**src/rtl/hermes_route_ctrl_pkg.sv**
```systemverilog
// Shared Hermes router types: routing modes, port encodings and controller FSM states.
// Port numbers are plain integers so widths can follow the per-instance port count.
package HermesPkg;

    typedef enum logic {HERMES_XY, HERMES_YX} hermes_routing_t;

    localparam int HERMES_EAST   = 0;
    localparam int HERMES_WEST   = 1;
    localparam int HERMES_NORTH  = 2;
    localparam int HERMES_SOUTH  = 3;
    localparam int HERMES_LOCAL0 = 4;

    typedef enum logic [4:0] {
        ST_IDLE  = 5'b00001,
        ST_ARBIT = 5'b00010,
        ST_ROUTE = 5'b00100,
        ST_GRANT = 5'b01000,
        ST_ACK   = 5'b10000
    } hermes_state_t;

    function automatic int hermes_nport(input int nlocal);
        return 4 + nlocal;
    endfunction

endpackage

```
**src/rtl/hermes_route_ctrl_rr_arbiter.sv**
```systemverilog
// Round-robin pointer update: picks the first requester strictly after the current
// pointer, wrapping; the current pointer itself is the last candidate checked.
module hermes_rr_arbiter #(
    parameter int N = 5,
    parameter int W = 3
) (
    input  logic [N-1:0] i_req,
    input  logic [W-1:0] i_sel,
    input  logic         i_en,
    output logic [W-1:0] o_sel
);

    logic w_found;
    int   w_idx;

    always_comb begin
        o_sel   = i_sel;
        w_found = 1'b0;
        w_idx   = 0;
        if (i_en) begin
            for (int k = 1; k <= N; k++) begin
                w_idx = (int'(i_sel) + k) % N;
                if (!w_found && i_req[w_idx]) begin
                    o_sel   = W'(w_idx);
                    w_found = 1'b1;
                end
            end
        end
    end

endmodule

```
**src/rtl/hermes_route_ctrl.sv**
```systemverilog
// Hermes switch control: arbitrates input headers, computes XY/YX routes, tracks
// output occupancy and drives crossbar selects plus a one-cycle grant acknowledge.
module hermes_route_ctrl
    import HermesPkg::*;
#(
    parameter int                   COORD_W   = 8,
    parameter int                   NLOCAL    = 1,
    parameter int                   FLIT_SIZE = 32,
    parameter logic [2*COORD_W-1:0] ADDRESS   = '0,
    parameter hermes_routing_t      ROUTING   = HERMES_XY,
    localparam int                  NPORT     = hermes_nport(NLOCAL),
    localparam int                  PORT_W    = $clog2(NPORT)
) (
    input  logic                      clk_i,
    input  logic                      rst_i,
    input  logic [NPORT-1:0]          req_i,
    input  logic [NPORT-1:0]          sending_i,
    input  logic [NPORT*FLIT_SIZE-1:0] data_i,
    output logic [NPORT-1:0]          ack_o,
    output logic [NPORT-1:0]          free_o,
    output logic [NPORT*PORT_W-1:0]   inport_o,
    output logic [NPORT*PORT_W-1:0]   outport_o
);

    localparam int                 LIDX_W = (NLOCAL > 1) ? $clog2(NLOCAL) : 1;
    localparam logic [COORD_W-1:0] MY_X   = ADDRESS[2*COORD_W-1:COORD_W];
    localparam logic [COORD_W-1:0] MY_Y   = ADDRESS[COORD_W-1:0];

    hermes_state_t             r_state;
    logic [PORT_W-1:0]         r_sel;
    logic [PORT_W-1:0]         r_dest;
    logic [NPORT-1:0]          r_free;
    logic [NPORT-1:0]          r_ack;
    logic [NPORT-1:0]          r_sending;
    logic [NPORT*PORT_W-1:0]   r_inport;
    logic [NPORT*PORT_W-1:0]   r_outport;

    logic [PORT_W-1:0]         w_nextSel;
    logic [PORT_W-1:0]         w_dest;
    logic [PORT_W-1:0]         w_localPort;
    logic [PORT_W-1:0]         w_forcePort;
    logic [LIDX_W-1:0]         w_localIdx;
    logic [FLIT_SIZE-1:0]      w_head;
    logic [COORD_W-1:0]        w_tgtX;
    logic [COORD_W-1:0]        w_tgtY;
    logic                      w_force;
    logic [NPORT-1:0]          w_release;
    int                        w_outIdx;

    hermes_rr_arbiter #(
        .N (NPORT),
        .W (PORT_W)
    ) u_arbiter (
        .i_req (req_i),
        .i_sel (r_sel),
        .i_en  (r_state == ST_ARBIT),
        .o_sel (w_nextSel)
    );

    assign w_head      = data_i[int'(r_sel)*FLIT_SIZE +: FLIT_SIZE];
    assign w_tgtX      = w_head[2*COORD_W-1:COORD_W];
    assign w_tgtY      = w_head[COORD_W-1:0];
    assign w_force     = w_head[FLIT_SIZE-1];
    assign w_forcePort = w_head[FLIT_SIZE-2 -: PORT_W];

    generate
        if (NLOCAL > 1) begin : g_localIdx
            assign w_localIdx = w_head[FLIT_SIZE-2-PORT_W -: LIDX_W];
        end else begin : g_singleLocal
            assign w_localIdx = '0;
        end
    endgenerate

    // Out-of-range forced ports or local indices fall back to the first local port.
    always_comb begin
        w_localPort = PORT_W'(HERMES_LOCAL0);
        if (w_force) begin
            if (int'(w_forcePort) < NPORT)
                w_localPort = w_forcePort;
        end else if (int'(w_localIdx) < NLOCAL) begin
            w_localPort = PORT_W'(HERMES_LOCAL0 + int'(w_localIdx));
        end
    end

    always_comb begin
        w_dest = w_localPort;
        if (ROUTING == HERMES_XY) begin
            if (w_tgtX != MY_X)
                w_dest = (w_tgtX > MY_X) ? PORT_W'(HERMES_EAST) : PORT_W'(HERMES_WEST);
            else if (w_tgtY != MY_Y)
                w_dest = (w_tgtY > MY_Y) ? PORT_W'(HERMES_NORTH) : PORT_W'(HERMES_SOUTH);
        end else begin
            if (w_tgtY != MY_Y)
                w_dest = (w_tgtY > MY_Y) ? PORT_W'(HERMES_NORTH) : PORT_W'(HERMES_SOUTH);
            else if (w_tgtX != MY_X)
                w_dest = (w_tgtX > MY_X) ? PORT_W'(HERMES_EAST) : PORT_W'(HERMES_WEST);
        end
    end

    always_comb begin
        w_release = '0;
        w_outIdx  = 0;
        for (int p = 0; p < NPORT; p++) begin
            if (r_sending[p] && !sending_i[p]) begin
                w_outIdx = int'(r_outport[p*PORT_W +: PORT_W]);
                if (w_outIdx < NPORT)
                    w_release[w_outIdx] = 1'b1;
            end
        end
    end

    // The GRANT write to r_free comes after the release merge so it wins on a shared bit.
    always_ff @(posedge clk_i) begin
        if (rst_i) begin
            r_state   <= ST_IDLE;
            r_sel     <= '0;
            r_dest    <= '0;
            r_free    <= '1;
            r_ack     <= '0;
            r_sending <= '0;
            r_inport  <= '0;
            r_outport <= '0;
        end else begin
            r_sending <= sending_i;
            r_ack     <= '0;
            r_free    <= r_free | w_release;
            case (r_state)
                ST_IDLE: begin
                    if (|req_i)
                        r_state <= ST_ARBIT;
                end
                ST_ARBIT: begin
                    r_sel   <= w_nextSel;
                    r_state <= ST_ROUTE;
                end
                ST_ROUTE: begin
                    if (r_free[w_dest]) begin
                        r_dest  <= w_dest;
                        r_state <= ST_GRANT;
                    end else begin
                        r_state <= ST_ARBIT;
                    end
                end
                ST_GRANT: begin
                    r_free[r_dest]                              <= 1'b0;
                    r_outport[int'(r_sel)*PORT_W +: PORT_W]     <= r_dest;
                    r_inport[int'(r_dest)*PORT_W +: PORT_W]     <= r_sel;
                    r_ack[r_sel]                                <= 1'b1;
                    r_state                                     <= ST_ACK;
                end
                ST_ACK: begin
                    r_state <= ST_IDLE;
                end
                default: begin
                    r_state <= ST_IDLE;
                end
            endcase
        end
    end

    assign ack_o     = r_ack;
    assign free_o    = r_free;
    assign inport_o  = r_inport;
    assign outport_o = r_outport;

endmodule

```
**config.mk**
```make
export PLATFORM = sky130hd
export DESIGN_NAME = hermes_route_ctrl
export DESIGN_NICKNAME = d
export VERILOG_FILES = /design/src/rtl/hermes_route_ctrl_pkg.sv /design/src/rtl/hermes_route_ctrl_rr_arbiter.sv /design/src/rtl/hermes_route_ctrl.sv
export SDC_FILE = /design/constraint.sdc
export NUM_CORES = 1
export LEC_CHECK = 0
export CAP_MARGIN = 0
export CELL_PAD_IN_SITES_DETAIL_PLACEMENT = 0
export CELL_PAD_IN_SITES_GLOBAL_PLACEMENT = 1
export CORE_ASPECT_RATIO = 0.7
export CORE_UTILIZATION = 28
export CTS_BUF_LIST = sky130_fd_sc_hd__clkbuf_8
export DETAILED_ROUTE_END_ITERATION = 6
export PLACE_DENSITY_LB_ADDON = 0.1
export SYNTH_ARGS = -nofsm -noshare
export SYNTH_HDL_FRONTEND = slang
export SYNTH_HIERARCHICAL = 1
export SYNTH_SLANG_ARGS = --single-unit
```
**constraint.sdc**
```tcl
create_clock -name clk_i -period 4.1 [get_ports clk_i]
set_input_delay 0.41 -clock clk_i [delete_from_list [all_inputs] [get_ports clk_i]]
set_output_delay 0.41 -clock clk_i [all_outputs]
set_load 0.02 [all_outputs]
```
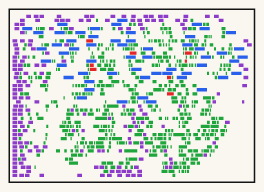
Fig. 1. Cell classes on the final placement (run 1).
Scale: 1.5 px per um.
- green: combinational and other logic (cells 555; share of their area 56%)
- purple: other buffers and delay cells (cells 188; share of their area 26%)
- red: clock drivers and dummy loads (cells 8; share of their area 1.3%)
- blue: flops (cells 56; share of their area 17%)

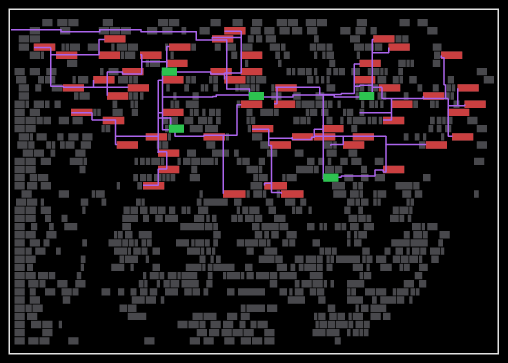
Fig. 2. Clock network drawn from the DEF (run 1).
Scale: 3 px per um.
- green: clock drivers (count 5)
- purple: clock wires (length 861 um)
- red: flip-flops (count 56)
- routed clock nets: 6

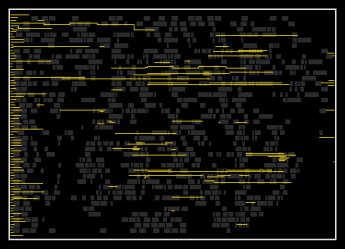
Fig. 3. The metal 3 layer (run 1).
Scale: 2 px per um.
- nets with wire on the layer: 141
- main direction: horizontal
- longest straight run: 74.1 um
- wire length on this layer: 1470 um
- share of all routed wire: 7.7%

==> impl_metrics.json, run 1 <==
{
  "status": "completed",
  "antenna_found_initial": 0,
  "cts_max_path_buffers": 2,
  "portBuffers": 151,
  "synth_seq_share": 0.222,
  "synth_warnings": 6,
  "slew_viol_final": 0,
  "ff_type": "dfxtp_1",
  "finalSetupViolCount": 0,
  "n_clock_buffer": 5,
  "cap_violations": 0,
  "clk_latency_ps": 330,
  "nMultiInputCombCells": 530,
  "adder_share": 0.0694,
  "post-route-min-period_ps": 3940,
  "crit_arrival_ps": 4150,
  "dr_total_vias": 5531,
  "syn-num-nets": 846,
  "tool_warnings": 103,
  "startpoint": "r_sel[1]$_SDFFE_PP0P_",
  "dr_wl_met2_mm": 7.85,
  "async_flop_share": 0,
  "h-tree-depth": 2,
  "viasPerCell": 5.33,
  "n_fill_cell": 1804,
  "drt-pass1-iter-count": 5,
  "initial_utilization": 0.290,
  "gr-total-overflow": 0,
  "clock_power_share": 0.248,
  "path_clk_slew_ps": 110,
  "synthXorXnorAreaFrac": 0.0203,
  "grt_pass1_vias": 5254
}
==> run 1: synthesized netlist by cell type (8+ instances only) <==
library cell	number	share of area
mux2i_1	34	0.067
a31oi_1	10	0.012
dfxtp_1	56	0.22
nand2_1	45	0.033
nor2_1	87	0.065
a21oi_1	39	0.039
clkbuf_1	17	0.013
nand3b_1	8	0.012
nor3_1	25	0.025
nor4_1	20	0.025
nand2b_1	11	0.014
inv_1	22	0.016
nand3_1	20	0.020
ha_1	28	0.069
nor2b_1	18	0.022
o21ai_0	22	0.022
==> run 1: power groups by stage <==
| stage | sequential (mW) | combinational, mW | clock [mW] |
|---|---|---|---|
| 3_5_place_dp | 0.593 | 0.408 | 0 |
| 4_1_cts | 0.581 | 0.411 | 0.341 |
| 3_3_place_gp | 0.591 | 0.400 | 0 |
| 5_1_grt | 0.585 | 0.465 | 0.365 |
| 2_1_floorplan | 0.581 | 0.236 | 0 |
| 6_report | 0.581 | 0.425 | 0.332 |
==> run 1: through the flow <==
step | power [mW] | utilization | setup slack (ps) | setup TNS, ps
2_1_floorplan | 0.817 | - | 3.93 | 0
3_3_place_gp | 0.991 | 0.395 | 142 | 0
3_5_place_dp | 1.00 | 0.395 | 70.8 | 0
4_1_cts | 1.33 | 0.400 | 27.1 | 0
5_1_grt | 1.41 | 0.406 | -9.00 | -16.1
6_report | 1.34 | 0.406 | 161 | 0
==> run 1: registers in the layout, indices dropped and copies added (netlist names) <==
register / cells
inport_o: 15
outport_o: 15
ack_o: 5
free_o: 5
r_sending: 5
r_state: 5
r_dest: 3
r_sel: 3
==> run 1: repair_timing <==
| item | 4_1_cts | 5_1_grt |
|---|---|---|
| setup buffers | 0 | 2 |
| endpoints found under the setup margin | 0 | 3 |
| gates resized | 0 | 19 |
==> run 2, diff against run 1 <==
--- a/config.mk
+++ b/config.mk
@@ -11,6 +11,7 @@
 export CORE_ASPECT_RATIO = 0.7
 export CORE_UTILIZATION = 28
 export CTS_BUF_LIST = sky130_fd_sc_hd__clkbuf_8
+export CTS_CLUSTER_SIZE = 8
 export DETAILED_ROUTE_END_ITERATION = 6
 export PLACE_DENSITY_LB_ADDON = 0.1
 export SYNTH_ARGS = -nofsm -noshare
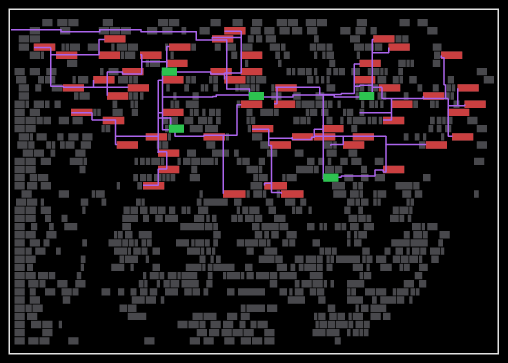
Fig. 4. Clock network drawn from the DEF (run 2).
Scale: 3 px per um.
- red: flip-flops (count 56)
- purple: clock wires (length 861 um)
- green: clock drivers (count 5)
- routed clock nets: 6

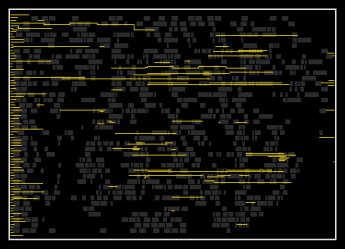
Fig. 5. The metal 3 layer (run 2).
Scale: 2 px per um.
- main direction: horizontal
- longest straight run: 74.1 um

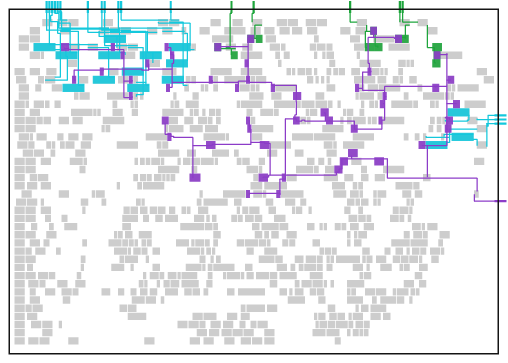
Fig. 6. Port wiring (run 2).
Scale: 3 px per um.
- purple: rst_i (bits 1; direction input; end cells 53; buffers 2; wire 575 um)
- green: sending_i (bits 5; direction input; end cells 12; buffers 5; wire 97.0 um)
- cyan: inport_o (bits 15; direction output; end cells 15; buffers 15; wire 554 um)

==> run 2 against run 1 <==
Clock-buffer cell count stayed put. Setup slack stayed put. Utilization stayed put. Design area stayed put. Critical path type unchanged. Highest routed layer unchanged.
==> impl_metrics.json, run 2 <==
{
  "status": "completed",
  "area_leaders": "dfxtp_1 22%, ha_1 6.9%, mux2i_1 6.7%",
  "dp_slack_ps": 70.8,
  "grt_max_degree": 42,
  "finalSetupViolCount": 0,
  "path_clk_slew_ps": 110,
  "adder_share": 0.0694,
  "dr_wl_met2_mm": 7.85,
  "top_area_frac": 0.222,
  "clk_latency_ps": 330,
  "grt_pass1_vias": 5254,
  "drt-pass1-iter-count": 5,
  "gr-total-overflow": 0,
  "portBuffers": 151,
  "cap_violations": 0,
  "h-tree-depth": 2,
  "min_to": "outport_o[13]$_SDFFE_PP0P_",
  "antenna_found_initial": 0,
  "tool_warnings": 103,
  "synth_warnings": 6,
  "pin_count": 212,
  "layout_setup_ws_ps": 161,
  "syn-num-nets": 846,
  "post-route-min-period_ps": 3940,
  "synth.most_common_cell": "nor2_1",
  "cpPeakStageDelay_ps": 420,
  "yosys-top-cells-count": "87 x nor2_1, 56 x dfxtp_1, 45 x nand2_1",
  "combPwrFrac": 0.318,
  "slew_viol_final": 0,
  "ff_type": "dfxtp_1",
  "synthXorXnorAreaFrac": 0.0203,
  "synth_seq_share": 0.222,
  "crit_arrival_ps": 4150,
  "initial_utilization": 0.290,
  "startpoint": "r_sel[1]$_SDFFE_PP0P_"
}
run 2: cell counts after synthesis:
Identical to the previous run, type by type.
run 2: stage by stage:
step / utilization / cell area [um2] / power, mW / instances
final: 0.406 / 7070 / 1.34 / 1038
after global routing: 0.406 / 7070 / 1.41 / 1038
after CTS: 0.400 / 6970 / 1.33 / 1036
after detailed placement: 0.395 / 6880 / 1.00 / 1028
after global placement: 0.395 / 6880 / 0.991 / 1028
after floorplan: - / 5050 / 0.817 / 646
run 2: power by group through the flow:
stage / clock network (mW) / registers [mW] / logic [mW]
2_1_floorplan: 0 / 0.581 / 0.236
3_3_place_gp: 0 / 0.591 / 0.400
3_5_place_dp: 0 / 0.593 / 0.408
4_1_cts: 0.341 / 0.581 / 0.411
5_1_grt: 0.365 / 0.585 / 0.465
6_report: 0.332 / 0.581 / 0.425
run 2: what timing repair did:
item	4_1_cts	5_1_grt
gates resized	0	19
hold endpoints to repair	0	0
setup endpoints to repair	0	3
buffers inserted	0	2
run 2: layout make-up:
| class | instances | area, um2 |
|---|---|---|
| clock buffers | 5 | 68.8 |
| clock inverters | 3 | 22.5 |
| fillers | 1804 | 10300 |
| inverters | 25 | 95.1 |
| multi-input cells | 530 | 3680 |
| flip-flops and latches | 56 | 1120 |
| well taps | 231 | 289 |
| repair buffers | 188 | 1790 |
run 2: worst max-delay path: cells and delay by family, from the launching register on:
kind | cells | cell delay [ps]
AND/OR/NAND/NOR | 1 | 50
adder cells (fa/ha/maj) | 2 | 510
AND-OR/OR-AND | 10 | 2090
buffers and inverters | 3 | 340
flip-flops | 1 | 370
multiplexers | 2 | 470
run 2: cells by family after synthesis:
group	Yosys count
multiplexers	43
AND-OR/OR-AND	153
adder cells (fa/ha/maj)	28
buffers and inverters	60
AND/OR/NAND/NOR	296
flip-flops	56
XOR/XNOR	10
Power is estimated from default activity; no workload was simulated.
